Run 1, selected gate families:
Bar = 20 um.
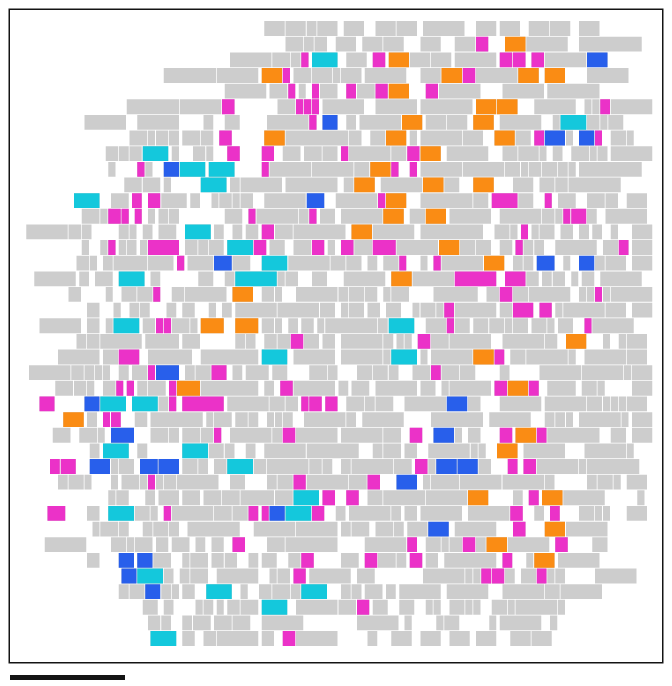
Run 1, close-up of the layout:
Bar = 10 um. Window x 65 to 105, y 8 to 48 um. Cells in grey, sequential cells in the stronger grey; small squares are vias.
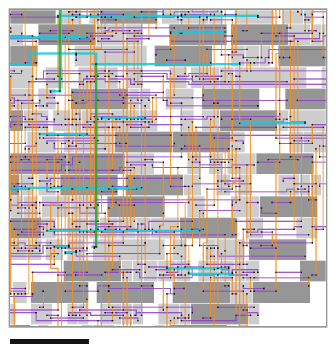
Run 1, met3 routing:
Bar = 20 um. Cells faint in the background.
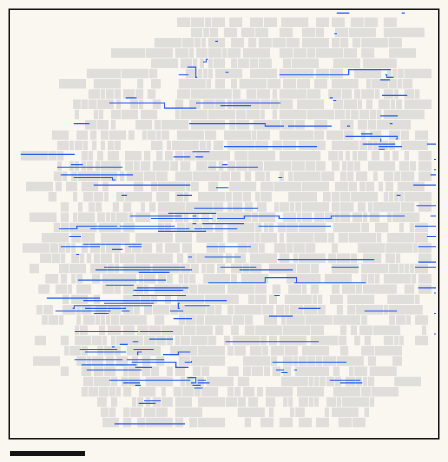
File: src/rtl/idelay_tap_loader_pkg.sv
// Shared types and constants for the IDELAYE3 tap loader: FSM states,
// divider width and the tap-range helper.
package idelay_pkg;

  localparam int kWidthTargetDef = 16;
  localparam int kFracBitsDef    = 8;
  localparam int kDivWidth       = kWidthTargetDef + kFracBitsDef;

  typedef enum logic [2:0] {
    S_IDLE,
    S_CAL_DIV,
    S_TAP_DIV,
    S_VTC_OFF,
    S_LOAD,
    S_LOAD_WAIT,
    S_VTC_ON,
    S_DONE
  } state_e;

  function automatic int unsigned max_tap(input int unsigned bits);
    return (32'd1 << bits) - 32'd1;
  endfunction

endpackage

File: src/rtl/idelay_tap_loader_if.sv
// Request/response bundle between a delay requester (master) and the tap
// loader (slave).
interface idelay_tap_loader_if
  import idelay_pkg::*;
#(
  parameter int kWidthTarget = kWidthTargetDef,
  parameter int kCNTVALUEbit = 9
);

  logic                    req_valid;
  logic                    req_ready;
  logic [kWidthTarget-1:0] req_target_ps;
  logic                    done;
  logic [kCNTVALUEbit-1:0] tap_out;
  logic                    sat;
  logic                    err;

  modport master (
    output req_valid, req_target_ps,
    input  req_ready, done, tap_out, sat, err
  );

  modport slave (
    input  req_valid, req_target_ps,
    output req_ready, done, tap_out, sat, err
  );

endinterface

File: src/rtl/idelay_tap_loader_udiv_seq.sv
// Unsigned restoring divider, one quotient bit per cycle. The first bit is
// resolved on the start edge, so valid pulses exactly kWidth cycles after start.
module udiv_seq
  import idelay_pkg::*;
#(
  parameter int kWidth = kDivWidth
) (
  input  logic              CLK,
  input  logic              RST_N,
  input  logic              start,
  input  logic [kWidth-1:0] dividend,
  input  logic [kWidth-1:0] divisor,
  output logic              busy,
  output logic [kWidth-1:0] quotient,
  output logic              valid
);

  localparam int kCntW = $clog2(kWidth);

  logic [kWidth-1:0] rem_q, rem_d;
  logic [kWidth-1:0] quo_q, quo_d;
  logic [kWidth-1:0] dvs_q, dvs_d;
  logic [kCntW-1:0]  cnt_q, cnt_d;
  logic              busy_q, busy_d;
  logic              valid_q, valid_d;

  logic [kWidth-1:0] step_rem;
  logic [kWidth-1:0] step_quo;
  logic [kWidth-1:0] step_dvs;
  logic [kWidth:0]   shifted;
  logic [kWidth:0]   trial;

  always_comb begin
    rem_d   = rem_q;
    quo_d   = quo_q;
    dvs_d   = dvs_q;
    cnt_d   = cnt_q;
    busy_d  = busy_q;
    valid_d = 1'b0;

    // A start overrides any division in flight and feeds the fresh operands in.
    step_rem = start ? '0 : rem_q;
    step_quo = start ? dividend : quo_q;
    step_dvs = start ? divisor : dvs_q;
    shifted  = {step_rem, step_quo[kWidth-1]};
    trial    = shifted - {1'b0, step_dvs};

    if (start) begin
      busy_d = 1'b1;
      cnt_d  = kCntW'(kWidth - 1);
      dvs_d  = divisor;
    end else if (busy_q) begin
      cnt_d = cnt_q - 1'b1;
      if (cnt_q == kCntW'(1)) begin
        busy_d  = 1'b0;
        valid_d = 1'b1;
      end
    end

    if (start || busy_q) begin
      if (!trial[kWidth]) begin
        rem_d = trial[kWidth-1:0];
        quo_d = {step_quo[kWidth-2:0], 1'b1};
      end else begin
        rem_d = shifted[kWidth-1:0];
        quo_d = {step_quo[kWidth-2:0], 1'b0};
      end
    end
  end

  always_ff @(posedge CLK) begin
    if (!RST_N) begin
      rem_q   <= '0;
      quo_q   <= '0;
      dvs_q   <= '0;
      cnt_q   <= '0;
      busy_q  <= 1'b0;
      valid_q <= 1'b0;
    end else begin
      rem_q   <= rem_d;
      quo_q   <= quo_d;
      dvs_q   <= dvs_d;
      cnt_q   <= cnt_d;
      busy_q  <= busy_d;
      valid_q <= valid_d;
    end
  end

  assign busy     = busy_q;
  assign quotient = quo_q;
  assign valid    = valid_q;

endmodule

File: src/rtl/idelay_tap_loader.sv
// Turns a picosecond delay request into an IDELAYE3 tap count and loads it with
// the VAR_LOAD sequence (EN_VTC low, LOAD, settle, EN_VTC high).
module idelay_tap_loader
  import idelay_pkg::*;
#(
  parameter int kCNTVALUEbit = 9,
  parameter int kDELAY_VALUE = 1000,
  parameter int kAlignDelay  = 54,
  parameter int kWidthTarget = kWidthTargetDef,
  parameter int kFracBits    = kFracBitsDef,
  parameter int kVtcWait     = 10,
  parameter int kLoadWait    = 4
) (
  input  logic                    CLK,
  input  logic                    RST_N,
  input  logic [kCNTVALUEbit-1:0] CNTVALUEOUTInit,
  idelay_tap_loader_if.slave      req_if,
  output logic [kCNTVALUEbit-1:0] CNTVALUEIN,
  output logic                    LOAD,
  output logic                    EN_VTC
);

  localparam int kDivW = kWidthTarget + kFracBits;
  localparam int kCntW = $clog2(((kVtcWait > kLoadWait) ? kVtcWait : kLoadWait) + 1);
  localparam logic [kDivW-1:0]        kCalDividend = kDivW'(kDELAY_VALUE << kFracBits);
  localparam logic [kDivW-1:0]        kMaxTapWide  = kDivW'(max_tap(kCNTVALUEbit));
  localparam logic [kCNTVALUEbit-1:0] kMaxTap      = kCNTVALUEbit'(max_tap(kCNTVALUEbit));
  localparam logic [kCNTVALUEbit-1:0] kAlign       = kCNTVALUEbit'(kAlignDelay);

  state_e                  state_q, state_d;
  logic [kWidthTarget-1:0] target_q, target_d;
  logic [kCntW-1:0]        wait_q, wait_d;
  logic                    sat_pend_q, sat_pend_d;
  logic [kCNTVALUEbit-1:0] cntvaluein_q, cntvaluein_d;
  logic                    load_q, load_d;
  logic                    en_vtc_q, en_vtc_d;
  logic                    req_ready_q, req_ready_d;
  logic                    done_q, done_d;
  logic [kCNTVALUEbit-1:0] tap_out_q, tap_out_d;
  logic                    sat_q, sat_d;
  logic                    err_q, err_d;

  logic             div_start;
  logic [kDivW-1:0] div_dividend;
  logic [kDivW-1:0] div_divisor;
  logic             div_busy;
  logic [kDivW-1:0] div_quotient;
  logic             div_valid;
  logic             div_done;

  udiv_seq #(.kWidth(kDivW)) u_div (
    .CLK      (CLK),
    .RST_N    (RST_N),
    .start    (div_start),
    .dividend (div_dividend),
    .divisor  (div_divisor),
    .busy     (div_busy),
    .quotient (div_quotient),
    .valid    (div_valid)
  );

  assign div_done = div_valid & ~div_busy;

  always_comb begin
    state_d      = state_q;
    target_d     = target_q;
    wait_d       = wait_q;
    sat_pend_d   = sat_pend_q;
    cntvaluein_d = cntvaluein_q;
    tap_out_d    = tap_out_q;
    sat_d        = sat_q;
    err_d        = err_q;
    div_start    = 1'b0;
    div_dividend = '0;
    div_divisor  = '0;

    case (state_q)
      S_IDLE: begin
        if (req_if.req_valid) begin
          target_d   = req_if.req_target_ps;
          sat_pend_d = 1'b0;
          // A calibration at or below the align delay gives no usable ps/tap.
          if (CNTVALUEOUTInit <= kAlign) begin
            state_d = S_DONE;
            sat_d   = 1'b0;
            err_d   = 1'b1;
          end else begin
            state_d      = S_CAL_DIV;
            div_start    = 1'b1;
            div_dividend = kCalDividend;
            div_divisor  = kDivW'(CNTVALUEOUTInit - kAlign);
          end
        end
      end
      S_CAL_DIV: begin
        // The ps-per-tap quotient goes straight back in as the next divisor.
        if (div_done) begin
          state_d      = S_TAP_DIV;
          div_start    = 1'b1;
          div_dividend = {target_q, {kFracBits{1'b0}}};
          div_divisor  = div_quotient;
        end
      end
      S_TAP_DIV: begin
        if (div_done) begin
          state_d = S_VTC_OFF;
          wait_d  = kCntW'(kVtcWait - 1);
          if (div_quotient > kMaxTapWide) begin
            cntvaluein_d = kMaxTap;
            sat_pend_d   = 1'b1;
          end else begin
            cntvaluein_d = div_quotient[kCNTVALUEbit-1:0];
          end
        end
      end
      S_VTC_OFF: begin
        if (wait_q == '0) state_d = S_LOAD;
        else              wait_d  = wait_q - 1'b1;
      end
      S_LOAD: begin
        state_d = S_LOAD_WAIT;
        wait_d  = kCntW'(kLoadWait - 1);
      end
      S_LOAD_WAIT: begin
        if (wait_q == '0) state_d = S_VTC_ON;
        else              wait_d  = wait_q - 1'b1;
      end
      S_VTC_ON: begin
        state_d   = S_DONE;
        tap_out_d = cntvaluein_q;
        sat_d     = sat_pend_q;
        err_d     = 1'b0;
      end
      S_DONE:  state_d = S_IDLE;
      default: state_d = S_IDLE;
    endcase

    // Outputs are decoded from the next state so they are registered yet aligned.
    req_ready_d = (state_d == S_IDLE);
    load_d      = (state_d == S_LOAD);
    en_vtc_d    = !(state_d inside {S_VTC_OFF, S_LOAD, S_LOAD_WAIT});
    done_d      = (state_d == S_DONE);
  end

  always_ff @(posedge CLK) begin
    if (!RST_N) begin
      state_q      <= S_IDLE;
      target_q     <= '0;
      wait_q       <= '0;
      sat_pend_q   <= 1'b0;
      cntvaluein_q <= '0;
      load_q       <= 1'b0;
      en_vtc_q     <= 1'b1;
      req_ready_q  <= 1'b1;
      done_q       <= 1'b0;
      tap_out_q    <= '0;
      sat_q        <= 1'b0;
      err_q        <= 1'b0;
    end else begin
      state_q      <= state_d;
      target_q     <= target_d;
      wait_q       <= wait_d;
      sat_pend_q   <= sat_pend_d;
      cntvaluein_q <= cntvaluein_d;
      load_q       <= load_d;
      en_vtc_q     <= en_vtc_d;
      req_ready_q  <= req_ready_d;
      done_q       <= done_d;
      tap_out_q    <= tap_out_d;
      sat_q        <= sat_d;
      err_q        <= err_d;
    end
  end

  assign CNTVALUEIN        = cntvaluein_q;
  assign LOAD              = load_q;
  assign EN_VTC            = en_vtc_q;
  assign req_if.req_ready  = req_ready_q;
  assign req_if.done       = done_q;
  assign req_if.tap_out    = tap_out_q;
  assign req_if.sat        = sat_q;
  assign req_if.err        = err_q;

endmodule

File: src/flat_wrapper.sv
// flat-port wrapper written by rule: the top's interface ports become plain ports
module idelay_tap_loader_flat import idelay_pkg::*;
#(
  parameter int kCNTVALUEbit = 9,
  parameter int kDELAY_VALUE = 1000,
  parameter int kAlignDelay  = 54,
  parameter int kWidthTarget = kWidthTargetDef,
  parameter int kFracBits    = kFracBitsDef,
  parameter int kVtcWait     = 10,
  parameter int kLoadWait    = 4
)
  (CLK, RST_N, CNTVALUEOUTInit, CNTVALUEIN, LOAD, EN_VTC, req_if_req_valid, req_if_req_target_ps, req_if_req_ready, req_if_done, req_if_tap_out, req_if_sat, req_if_err);
  idelay_tap_loader_if #(.kWidthTarget(kWidthTarget), .kCNTVALUEbit(kCNTVALUEbit)) req_if_i ();
  input  logic CLK;
  input  logic RST_N;
  input  logic [kCNTVALUEbit-1:0] CNTVALUEOUTInit;
  output logic [kCNTVALUEbit-1:0] CNTVALUEIN;
  output logic LOAD;
  output logic EN_VTC;
  input wire logic [$bits(req_if_i.req_valid)-1:0] req_if_req_valid;
  input wire logic [$bits(req_if_i.req_target_ps)-1:0] req_if_req_target_ps;
  output wire logic [$bits(req_if_i.req_ready)-1:0] req_if_req_ready;
  output wire logic [$bits(req_if_i.done)-1:0] req_if_done;
  output wire logic [$bits(req_if_i.tap_out)-1:0] req_if_tap_out;
  output wire logic [$bits(req_if_i.sat)-1:0] req_if_sat;
  output wire logic [$bits(req_if_i.err)-1:0] req_if_err;
  assign req_if_i.req_valid = req_if_req_valid;
  assign req_if_i.req_target_ps = req_if_req_target_ps;
  assign req_if_req_ready = req_if_i.req_ready;
  assign req_if_done = req_if_i.done;
  assign req_if_tap_out = req_if_i.tap_out;
  assign req_if_sat = req_if_i.sat;
  assign req_if_err = req_if_i.err;
  idelay_tap_loader #(.kCNTVALUEbit(kCNTVALUEbit), .kDELAY_VALUE(kDELAY_VALUE), .kAlignDelay(kAlignDelay), .kWidthTarget(kWidthTarget), .kFracBits(kFracBits), .kVtcWait(kVtcWait), .kLoadWait(kLoadWait)) u_core (.CLK(CLK), .RST_N(RST_N), .CNTVALUEOUTInit(CNTVALUEOUTInit), .req_if(req_if_i), .CNTVALUEIN(CNTVALUEIN), .LOAD(LOAD), .EN_VTC(EN_VTC));
endmodule
File: config.mk
export PLATFORM = sky130hd
export DESIGN_NAME = idelay_tap_loader_flat
export DESIGN_NICKNAME = d
export VERILOG_FILES = /design/src/rtl/idelay_tap_loader_pkg.sv /design/src/rtl/idelay_tap_loader_if.sv /design/src/rtl/idelay_tap_loader_udiv_seq.sv /design/src/rtl/idelay_tap_loader.sv /design/src/flat_wrapper.sv
export SDC_FILE = /design/constraint.sdc
export NUM_CORES = 1
export LEC_CHECK = 0
export CAP_MARGIN = 10
export CORE_MARGIN = 1.5
export CORE_UTILIZATION = 59
export DETAILED_ROUTE_END_ITERATION = 6
export PLACE_DENSITY = 0.86
export SLEW_MARGIN = 5
export SYNTH_ARGS = -nofsm -noshare
export SYNTH_HDL_FRONTEND = slang
export SYNTH_SLANG_ARGS = --single-unit
File: constraint.sdc
create_clock -name CLK -period 5.3 [get_ports CLK]
set_input_delay 0.795 -clock CLK [delete_from_list [all_inputs] [get_ports CLK]]
set_output_delay 0.795 -clock CLK [all_outputs]
set_load 0.05 [all_outputs]
==> results.toml, run 1 <==
# flow metrics
[cells_and_area]
antennaDiodeCount = 0
nNonClkBuffers = 75
post-route-util = 0.707
seqCellArea_sq_mm = 0.00254

[critical_path]
max_stage_delay_ns = 0.49
start_kind = "input pin"
critPathCaptureType = "register"
crit_buf_inv = 3

[final_timing]
fin_ws_ns = 0.482
slew_headroom = 0.378
timing.hold.ws_ns = 0.461

[logic_synthesis]
simple_gate_share = 0.215
top_area_frac = 0.354
syn_avg_cell_area_sq_um = 8.56
netlist_instances = 840
synthTopCellsByCount = "dfxtp_1 (127), nand2_1 (101), o21ai_0 (56)"
synth_area_sq_mm = 0.00719
topCombFamilyByArea = "AND-OR/OR-AND gates"
ys.warnings.count = 0
synth_nets = 897

[hold_path]
hold_path_startpoint = "u_core.u_div.rem_q[0]$_SDFFE_PN0P_"

[placement]
hpwl_um = 12100
dp_cells = 1007

[floorplanning]
fp_util = 0.601
die-area_sq_mm = 0.0129

[power]
p_per_area_mw_per_mm2 = 509
power_mw = 4.30

[run_status]
status = "finished, final reports clean"

[clock_tree]
clk_path_buf_depth = 2

[global_route]
grt_pass1_vias = 6107
Notes on 'selected gate families' above:
AND-OR and OR-AND gates: shown in blue, cells 26, where spread over the die. adder and majority cells: shown in cyan, cells 29. multiplexers: shown in orange, cells 41. NOR gates: shown in magenta, cells 126, where spread over the die.
dominant logic cell type in the layout: dfxtp_1
Non-Filler Instances: 1,039
Comb area share: 0.512

Notes on 'close-up of the layout' above:
metal 4: shown in green. metal 1: shown in purple. metal 2: shown in orange. metal 3: shown in cyan.
Sequential cells in the window: 29. Netlist names of flops here include u_core.u_div.quotient (14), u_core.target_q (11), u_core.u_div.cnt_q (2). Most frequent: dfxtp_1 (29), nand2_1 (22), a21boi_0 (12). 131 logic cells have their middle in the window.

Notes on 'met3 routing' above:
102 nets have wire on it. The longest straight run is 37.7 um. The wires run mostly horizontal.
DR vias: 6,494
final wirelength: 18,300 um
met3 usage in global routing: 0.0701

Run 1, the metal 1 layer:
Bar = 20 um. Supply wires on this layer in grey.
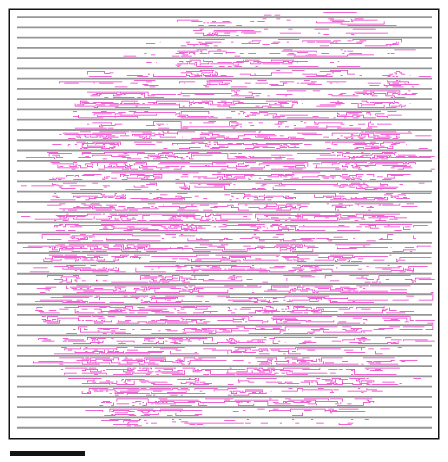

==> run 2: changes to the inputs <==
--- a/config.mk
+++ b/config.mk
@@ -7,9 +7,9 @@
 export LEC_CHECK = 0
 export CAP_MARGIN = 10
 export CORE_MARGIN = 1.5
-export CORE_UTILIZATION = 59
+export CORE_UTILIZATION = 61
 export DETAILED_ROUTE_END_ITERATION = 6
-export PLACE_DENSITY = 0.86
+export PLACE_DENSITY = 0.88
 export SLEW_MARGIN = 5
 export SYNTH_ARGS = -nofsm -noshare
 export SYNTH_HDL_FRONTEND = slang
==> constraint.sdc (replaced) <==
create_clock -name CLK -period 6.3 [get_ports CLK]
set_input_delay 0.945 -clock CLK [delete_from_list [all_inputs] [get_ports CLK]]
set_output_delay 0.945 -clock CLK [all_outputs]
set_load 0.05 [all_outputs]
Run 2, the metal 1 layer:
Bar = 20 um. Supply wires on this layer in grey.
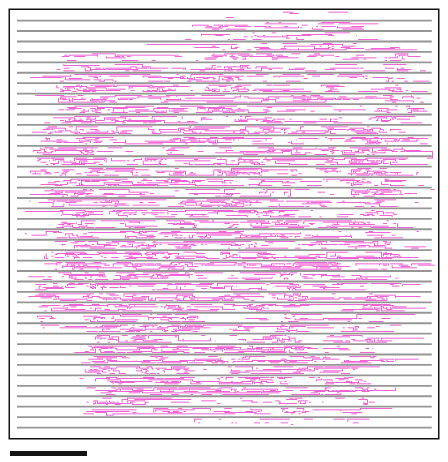
The wires run mostly horizontal. 871 nets have wire on it.
met1 Usage GRT: 0.386
DR vias: 6,459

==> results.toml, run 2 <==
# flow metrics
[run_status]
status = "finished, final reports clean"

[critical_path]
critPathCaptureType = "register"
crit_buf_inv = 2
max_stage_delay_ns = 0.55
start_kind = "input pin"

[logic_synthesis]
topCombFamilyByArea = "AND-OR/OR-AND gates"
syn_avg_cell_area_sq_um = 8.56
synth_seq_share = 0.354
simple_gate_share = 0.215
synthTopCellsByCount = "dfxtp_1 (127), nand2_1 (101), o21ai_0 (56)"
ys.warnings.count = 0
top_area_frac = 0.354
netlist_instances = 840
synth_area_sq_mm = 0.00719

[cells_and_area]
post-route-util = 0.721
comb_share = 0.524
fin_cells = 1020
lay_top_count = "dfxtp_1"
antennaDiodeCount = 0
largest_cell_class = "logic gates"
seqCellArea_sq_mm = 0.00254
nNonClkBuffers = 60
layout-area-overhead-vs-synth_pct = 15.0

[routing]
totalWireLength_um = 18800
dr.pass1.iters = 5

[placement]
io_buffers = 51
dp_cells = 988
gp_congestion = 0.957
hpwl_um = 12500

[floorplanning]
die-area_sq_mm = 0.0124
fp_util = 0.627
rows = 39
die_w_um = 112

[hold_path]
hold_path_startpoint = "u_core.req_if.err$_SDFFE_PN0P_"

[global_route]
grt_pass1_vias = 6182
grt_pass1_wl_um = 30900
grt_use_met3 = 0.0686
grtUsageMet2 = 0.510

[clock_tree]
clk_path_buf_depth = 2
h-tree-depth = 4

[final_timing]
fin_ws_ns = 0.544
slew_headroom = 0.379
timing.hold.ws_ns = 0.468
final.setup.tns_ns = 0

[power]
p_per_area_mw_per_mm2 = 422
pwr-share-comb = 0.441
power_mw = 3.49
Power is estimated from default activity; no workload was simulated.
